==> src/rtl/block_table_pkg.sv <==
// Shared types and constants for the per-MP resident block table.
package block_table_pkg;

   typedef enum logic [1:0] {
      FREE   = 2'd0,
      ACTIVE = 2'd1,
      DRAIN  = 2'd2
   } slot_state_e;

   // Special-register selectors carried in src1[1:0] when src1's upper bits are all ones
   localparam logic [1:0] SPEC_BIDX  = 2'b11;
   localparam logic [1:0] SPEC_BDIM  = 2'b10;
   localparam logic [1:0] SPEC_GDIM  = 2'b01;
   localparam logic [1:0] SPEC_PARAM = 2'b00;

endpackage

==> src/rtl/block_slot.sv <==
// One resident block slot: lifecycle FSM, live-warp and barrier counters,
// and the launch fields captured at handshake.
module block_slot
   import block_table_pkg::*;
#(
   parameter int WARPID_DEPTH = 4,
   parameter int BLOCK_DIM    = 32,
   parameter int GRID_DIM     = 32
) (
   input  logic                    clk,
   input  logic                    rst,
   input  logic                    launch,
   input  logic [WARPID_DEPTH:0]   num_warp,
   input  logic [BLOCK_DIM-1:0]    launch_bdim,
   input  logic [GRID_DIM-1:0]     launch_gdim,
   input  logic [GRID_DIM-1:0]     launch_bidx,
   input  logic                    ev,
   input  logic                    bar,
   input  logic                    wexit,
   output logic                    free,
   output logic                    active,
   output logic                    bar_release,
   output logic                    done,
   output logic [BLOCK_DIM-1:0]    bdim,
   output logic [GRID_DIM-1:0]     gdim,
   output logic [GRID_DIM-1:0]     bidx
);

   slot_state_e             state_q;
   slot_state_e             state_d;
   logic [WARPID_DEPTH:0]   live;
   logic [WARPID_DEPTH:0]   bar_cnt;
   logic [WARPID_DEPTH:0]   live_nxt;
   logic [WARPID_DEPTH:0]   bar_nxt;
   logic                    is_exit;
   logic                    is_bar;
   logic                    release_hit;
   logic                    done_set;
   logic                    take_launch;

   // Event decode and counter look-ahead; wexit wins over bar
   always_comb begin
      is_exit     = ev & wexit & (state_q == ACTIVE);
      is_bar      = ev & bar & ~wexit & (state_q == ACTIVE);
      bar_nxt     = bar_cnt + (WARPID_DEPTH+1)'(is_bar);
      live_nxt    = live - (WARPID_DEPTH+1)'(is_exit);
      release_hit = (is_bar | is_exit) && (bar_nxt == live_nxt) && (live_nxt != '0);
      take_launch = launch & (state_q == FREE);
   end

   // State register
   always_ff @(posedge clk) begin
      if (!rst) begin
         state_q <= FREE;
      end else begin
         state_q <= state_d;
      end
   end

   // Next-state logic
   always_comb begin
      state_d = state_q;
      case (state_q)
         FREE:    if (take_launch) state_d = ACTIVE;
         ACTIVE:  if (is_exit && (live_nxt == '0)) state_d = DRAIN;
         DRAIN:   state_d = FREE;
         default: state_d = FREE;
      endcase
   end

   // State-decoded outputs
   always_comb begin
      free     = (state_q == FREE);
      active   = (state_q == ACTIVE);
      done_set = (state_q == DRAIN);
   end

   // Live and barrier counters; a release clears the barrier count
   always_ff @(posedge clk) begin
      if (!rst) begin
         live    <= '0;
         bar_cnt <= '0;
      end else if (take_launch) begin
         live    <= num_warp;
         bar_cnt <= '0;
      end else begin
         live    <= live_nxt;
         bar_cnt <= release_hit ? '0 : bar_nxt;
      end
   end

   // Launch fields captured on the handshake
   always_ff @(posedge clk) begin
      if (!rst) begin
         bdim <= '0;
         gdim <= '0;
         bidx <= '0;
      end else if (take_launch) begin
         bdim <= launch_bdim;
         gdim <= launch_gdim;
         bidx <= launch_bidx;
      end
   end

   // One-cycle release and completion pulses
   always_ff @(posedge clk) begin
      if (!rst) begin
         bar_release <= 1'b0;
         done        <= 1'b0;
      end else begin
         bar_release <= release_hit;
         done        <= done_set;
      end
   end

endmodule

==> src/rtl/bram_1_1.sv <==
// Simple dual-port RAM: one write port, one synchronous read port.
// A same-cycle read and write to one address returns the old contents.
module bram_1_1 #(
   parameter int DATA_WIDTH = 32,
   parameter int ADDR_WIDTH = 5,
   parameter int DEPTH      = 32
) (
   input  logic                  clk,
   input  logic                  we,
   input  logic [ADDR_WIDTH-1:0] waddr,
   input  logic [DATA_WIDTH-1:0] wdata,
   input  logic                  re,
   input  logic [ADDR_WIDTH-1:0] raddr,
   output logic [DATA_WIDTH-1:0] rdata
);

   logic [DATA_WIDTH-1:0] mem [DEPTH];

   // Write port and registered read port share one clock
   always_ff @(posedge clk) begin
      if (we) begin
         mem[waddr] <= wdata;
      end
      if (re) begin
         rdata <= mem[raddr];
      end
   end

endmodule

==> src/rtl/mux_generic.sv <==
// N-to-1 multiplexer over a flat bus of N words.
module mux_generic #(
   parameter int WIDTH = 32,
   parameter int N     = 4,
   parameter int SEL_W = (N > 1) ? $clog2(N) : 1
) (
   input  logic [N*WIDTH-1:0] in,
   input  logic [SEL_W-1:0]   sel,
   output logic [WIDTH-1:0]   out
);

   // Word select by index
   always_comb begin
      out = in[sel*WIDTH +: WIDTH];
   end

endmodule

==> src/rtl/block_table.sv <==
// Per-MP table of resident thread-block contexts: launch handshake,
// special-register reads, barrier release and block completion.
module block_table
   import block_table_pkg::*;
#(
   parameter int NUM_BLOCKS    = 4,
   parameter int BLOCKID_DEPTH = $clog2(NUM_BLOCKS),
   parameter int NUM_WARPS     = 16,
   parameter int WARPID_DEPTH  = $clog2(NUM_WARPS),
   parameter int BLOCK_DIM     = 32,
   parameter int GRID_DIM      = 32,
   parameter int R_DATA_WIDTH  = 32,
   parameter int SRC_WIDTH     = 5,
   parameter int NUM_PARAMS    = 8,
   parameter int PARAM_DEPTH   = $clog2(NUM_PARAMS)
) (
   input  logic                     clk,
   input  logic                     rst,
   input  logic                     init_valid,
   output logic                     init_ready,
   input  logic [BLOCKID_DEPTH-1:0] init_bid,
   input  logic [WARPID_DEPTH:0]    init_num_warp,
   input  logic [BLOCK_DIM-1:0]     init_bdim,
   input  logic [GRID_DIM-1:0]      init_gdim,
   input  logic [GRID_DIM-1:0]      init_bidx,
   input  logic                     pwe,
   input  logic [BLOCKID_DEPTH-1:0] pbid,
   input  logic [PARAM_DEPTH-1:0]   pwa,
   input  logic [R_DATA_WIDTH-1:0]  param,
   input  logic                     rd_en,
   input  logic [BLOCKID_DEPTH-1:0] bid,
   input  logic [SRC_WIDTH-1:0]     src1,
   input  logic                     wup,
   input  logic                     bar,
   input  logic                     wexit,
   output logic [R_DATA_WIDTH-1:0]  spec_o,
   output logic                     spec_vld_o,
   output logic [NUM_BLOCKS-1:0]    bar_release_o,
   output logic [NUM_BLOCKS-1:0]    done_o,
   output logic [NUM_BLOCKS-1:0]    valid_o
);

   localparam int FW = 3 * R_DATA_WIDTH;

   logic [NUM_BLOCKS-1:0]    slot_free;
   logic [NUM_BLOCKS*FW-1:0] slot_fields;
   logic [FW-1:0]            cur_fields;
   logic [R_DATA_WIDTH-1:0]  field_val;
   logic [R_DATA_WIDTH-1:0]  field_q;
   logic [R_DATA_WIDTH-1:0]  param_rd;
   logic                     use_param_q;
   logic [1:0]               sel;

   assign init_ready = slot_free[init_bid];

   for (genvar gi = 0; gi < NUM_BLOCKS; gi++) begin : g_slot
      logic [BLOCK_DIM-1:0] s_bdim;
      logic [GRID_DIM-1:0]  s_gdim;
      logic [GRID_DIM-1:0]  s_bidx;

      block_slot #(
         .WARPID_DEPTH (WARPID_DEPTH),
         .BLOCK_DIM    (BLOCK_DIM),
         .GRID_DIM     (GRID_DIM)
      ) u_slot (
         .clk         (clk),
         .rst         (rst),
         .launch      (init_valid && (init_bid == BLOCKID_DEPTH'(gi))),
         .num_warp    (init_num_warp),
         .launch_bdim (init_bdim),
         .launch_gdim (init_gdim),
         .launch_bidx (init_bidx),
         .ev          (wup && (bid == BLOCKID_DEPTH'(gi))),
         .bar         (bar),
         .wexit       (wexit),
         .free        (slot_free[gi]),
         .active      (valid_o[gi]),
         .bar_release (bar_release_o[gi]),
         .done        (done_o[gi]),
         .bdim        (s_bdim),
         .gdim        (s_gdim),
         .bidx        (s_bidx)
      );

      assign slot_fields[gi*FW +: FW] =
         {R_DATA_WIDTH'(s_bidx), R_DATA_WIDTH'(s_bdim), R_DATA_WIDTH'(s_gdim)};
   end

   // Parameter banks share one RAM addressed {slot, index}
   bram_1_1 #(
      .DATA_WIDTH (R_DATA_WIDTH),
      .ADDR_WIDTH (BLOCKID_DEPTH + PARAM_DEPTH),
      .DEPTH      (NUM_BLOCKS * NUM_PARAMS)
   ) u_params (
      .clk   (clk),
      .we    (pwe),
      .waddr ({pbid, pwa}),
      .wdata (param),
      .re    (rd_en),
      .raddr ({bid, src1[PARAM_DEPTH-1:0]}),
      .rdata (param_rd)
   );

   // Special selector: only when the upper src1 bits are all ones
   always_comb begin
      sel = (&src1[SRC_WIDTH-1:2]) ? src1[1:0] : SPEC_PARAM;
   end

   mux_generic #(
      .WIDTH (FW),
      .N     (NUM_BLOCKS)
   ) u_slot_mux (
      .in  (slot_fields),
      .sel (bid),
      .out (cur_fields)
   );

   // Word 0 is tied to zero; the parameter path bypasses this mux
   mux_generic #(
      .WIDTH (R_DATA_WIDTH),
      .N     (4)
   ) u_field_mux (
      .in  ({cur_fields, {R_DATA_WIDTH{1'b0}}}),
      .sel (sel),
      .out (field_val)
   );

   // Field value is registered alongside the RAM read so both land together;
   // reset selects the cleared field register so spec_o reads zero
   always_ff @(posedge clk) begin
      if (!rst) begin
         field_q     <= '0;
         use_param_q <= 1'b0;
         spec_vld_o  <= 1'b0;
      end else begin
         spec_vld_o <= rd_en;
         if (rd_en) begin
            field_q     <= field_val;
            use_param_q <= (sel == SPEC_PARAM);
         end
      end
   end

   assign spec_o = use_param_q ? param_rd : field_q;

endmodule

==> config.mk <==
export PLATFORM = sky130hd
export DESIGN_NAME = block_table
export DESIGN_NICKNAME = d
export VERILOG_FILES = /design/src/rtl/block_table_pkg.sv /design/src/rtl/block_slot.sv /design/src/rtl/bram_1_1.sv /design/src/rtl/mux_generic.sv /design/src/rtl/block_table.sv
export SDC_FILE = /design/constraint.sdc
export NUM_CORES = 2
export LEC_CHECK = 0
export CORE_MARGIN = 2
export CORE_UTILIZATION = 31
export DETAILED_ROUTE_END_ITERATION = 8
export PLACE_DENSITY = 0.47
export SLEW_MARGIN = 10
export SYNTH_ARGS = -nofsm -noshare
export SYNTH_HDL_FRONTEND = slang
export SYNTH_HIERARCHICAL = 1
export SYNTH_SLANG_ARGS = --single-unit
export TNS_END_PERCENT = 1
==> constraint.sdc <==
create_clock -name clk -period 3 [get_ports clk]
set_clock_uncertainty 0.05 [all_clocks]
set_input_delay 0.3 -clock clk [delete_from_list [all_inputs] [get_ports clk]]
set_output_delay 0.3 -clock clk [all_outputs]
set_load 0.005 [all_outputs]
Fig. 1: cell classes on the final placement
(1 px per um) Fill, decap, tap and diode cells in grey.
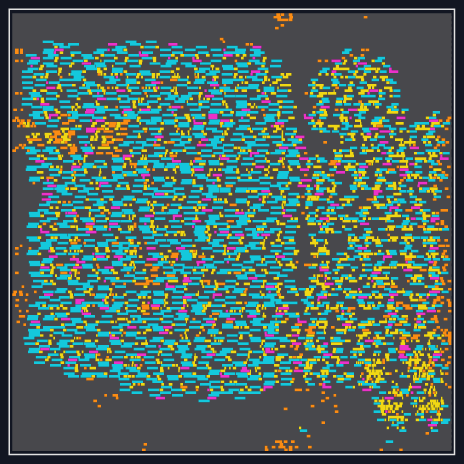
- magenta: clock drivers and dummy loads (cells 305; share of their area 7.9%)
- cyan: flops (cells 1530; share of their area 59%)
- yellow: all other logic (cells 1971; share of their area 25%)
- orange: other buffers and delay cells (cells 448; share of their area 7.4%)

Fig. 2: metal layers overlaid
(1 px per um) Only two layers are drawn.
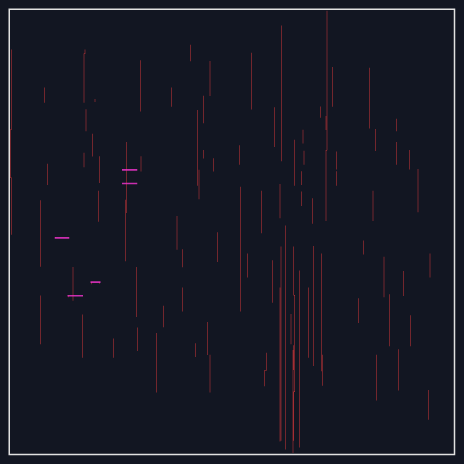
- red: met4 (wire length 4330 um)
- magenta: met5 (wire length 62.6 um)

==> impl_metrics.toml <==
# implementation run metrics
[sta]
max_freq_ghz = 0.348
worst_pin_slew_ns = 0.693
relSlewSlack_pct = 53.4
slew_violations = 0
period_minus_slack_ns = 2.88
rsz0062_at_grt = "no"

[synthesis]
synth.distinct_cells = 49
syn_avg_cell_area_um2 = 16.1
edf_count = 1056
async_flop_share_pct = 0
synthCells = 3725
ys_seq_share_pct = 68.7
top_cells_by_count = "edfxtp_1, mux2i_1, dfxtp_1, a22o_1, nand2_1"
synth.area.top_cells = "edfxtp_1, dfxtp_1, mux2i_1, a22o_1, mux4_2"
top_area_cell = "edfxtp_1"
synthFlopType = "edfxtp_1"

[critical_path]
cp_slowest_cell = "dlygate4sd3_1"
crit_family = "buffers and inverters"
path_max_fanout = 7
max_stage_delay_ns = 0.57
start_kind = "input pin"

[grt]
grt_pass1_wl_mm = 257
first_global_vias = 34943
grt_start_max_net_pins = 58
grt_usage_pct = 17.9
grt.overflow.total = 0

[detailed_routing]
drt-initial-drc-count = 2760
first_pass_iters = 6
wl_met1_mm = 80.2
vias = 34467
wl_per_cell_um = 26.4
post-route-drc-count = 0

[min_path]
whs_path_depth = 2

[floorplan]
die_area_um2 = 197000
ios = 201
coreArea_um2 = 192000

[place]
place_inst = 6470
post-dp-hpwl_mm = 103
gp_congestion = 0.742
numPortBuffers = 200

[cts]
cts_tree = "yes"
cts.clk_slew.worst_paths_ns = 0.06
clock_latency_ns = 0.82
clock-sinks = 1530

[status]
status = "completed"

[run]
drv_cap = 0

[pwr]
p_per_area_nw_per_um2 = 644
Fig. 3: routed clock nets over the placement
(1 px per um)
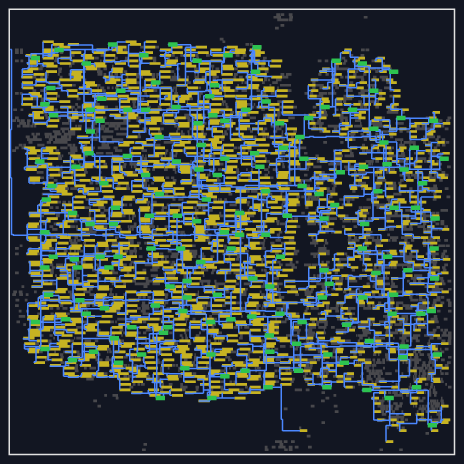
- green: cells driving clock nets (count 169)
- yellow: flip-flops (count 1530)
- blue: clock wires (length 20.1 mm)
- flops lie: widely spread

[routing by layer]
metal / up-vias / track usage [%]
li1: 15529 / -
met1: 17853 / 24.4
met2: 849 / 28.9
met4: 10 / 5.10
met3: 226 / 3.54
met5: - / 0
[metrics by stage]
step	util (%)	setup slack (ns)	area, um^2	hold WS, ns	TNS (ns)
final	37.8	0.124	72700	0.143	0
after global routing	37.8	0.0107	72700	0.108	0
after CTS	37.8	0.0575	72700	0.0710	0
after detailed placement	34.9	-0.217	67200	0.408	-3.23
after global placement	34.9	-0.172	67200	0.405	-2.62
after floorplan	-	0.216	60100	0.349	0
[power by group]
group / leakage [nW] / internal (mW) / switching (mW)
clock network: 2.67 / 11.6 / 8.77
registers: 13.4 / 23.0 / 0.196
logic: 9.80 / 1.38 / 1.87
total: 25.9 / 36.0 / 10.8
[how the worst max path moves through the flow]
| stage | startpoint | endpoint | cells after the start |
|---|---|---|---|
| 2_1_floorplan | pwa[1] | u_params/mem[12][0] | 3 |
| 3_3_place_gp | wup | g_slot[0].u_slot/bar_release | 11 |
| 3_5_place_dp | wup | g_slot[3].u_slot/bar_release | 10 |
| 4_1_cts | bid[0] | g_slot[0].u_slot/bar_release | 14 |
| 5_1_grt | bid[0] | g_slot[0].u_slot/bar_release | 14 |
| 6_report | bid[0] | g_slot[0].u_slot/bar_release | 14 |
[registers in the layout (all words and copies together), names as in the netlist, 8 cells and up]
signal,flops
field_q,32
g_slot.u_slot/bar_cnt,20
g_slot.u_slot/bdim,128
g_slot.u_slot/bidx,128
g_slot.u_slot/gdim,128
g_slot.u_slot/live,20
g_slot.u_slot/state_q,8
u_params/mem,1024
u_params/rdata,32
[layout make-up]
class / instances / area, um^2 / share of cell area, %
clock inverter: 73 / 706 / 0.971
antenna: 5 / 12.5 / 0.0172
multi-input combinational: 1959 / 17700 / 24.3
clock buffer: 232 / 4770 / 6.56
timing repair buffer: 448 / 5120 / 7.05
sequential: 1530 / 41200 / 56.7
inverter: 12 / 45.0 / 0.0620
tap: 2526 / 3160 / 4.35
[cell usage in the layout (no fill, tap or decap), drive strengths merged, types with 5 or more instances in the layout]
cell           count
clkinvlp           5
ha                16
and2              12
and3b              6
a31oi             32
nand3b             9
mux2              32
nor3              44
o21ai             17
a22oi             96
inv               16
clkinv            59
diode              5
xor2              20
and3               7
mux2i            544
nand3            110
edfxtp          1056
buf              248
bufinv             5
nand2            140
nor2              52
a22o             452
conb              32
nor3b             10
clkbuf           232
nor2b             37
xnor2             24
mux4             129
clkdlybuf4s50    195
dlygate4sd3        5
dfxtp            474
a21oi             97
a211oi             8
[what timing repair did]
| action | 4_1_cts | 5_1_grt |
|---|---|---|
| hold buffers | 5 | 0 |
| gates resized | 0 | 2 |
| endpoints found under the hold margin | 25 | 0 |
| endpoints found under the setup margin | 0 | 5 |
[cells by family (layout without fill, tap and decap cells)]
kind of cell             count (synthesis)  in the layout  share of synthesized area, %
AND/OR/NAND/NOR                        451            451                          3.74
other                                    1             37                       0.00625
buffers and inverters                  267            765                          2.52
AND-OR/OR-AND                          711            711                          9.33
flip-flops                            1530           1530                          68.7
adder cells (fa/ha/maj)                 16             16                         0.334
XOR/XNOR                                44             44                         0.643
multiplexers                           705            705                          14.7
Power is estimated from default activity; no workload was simulated.
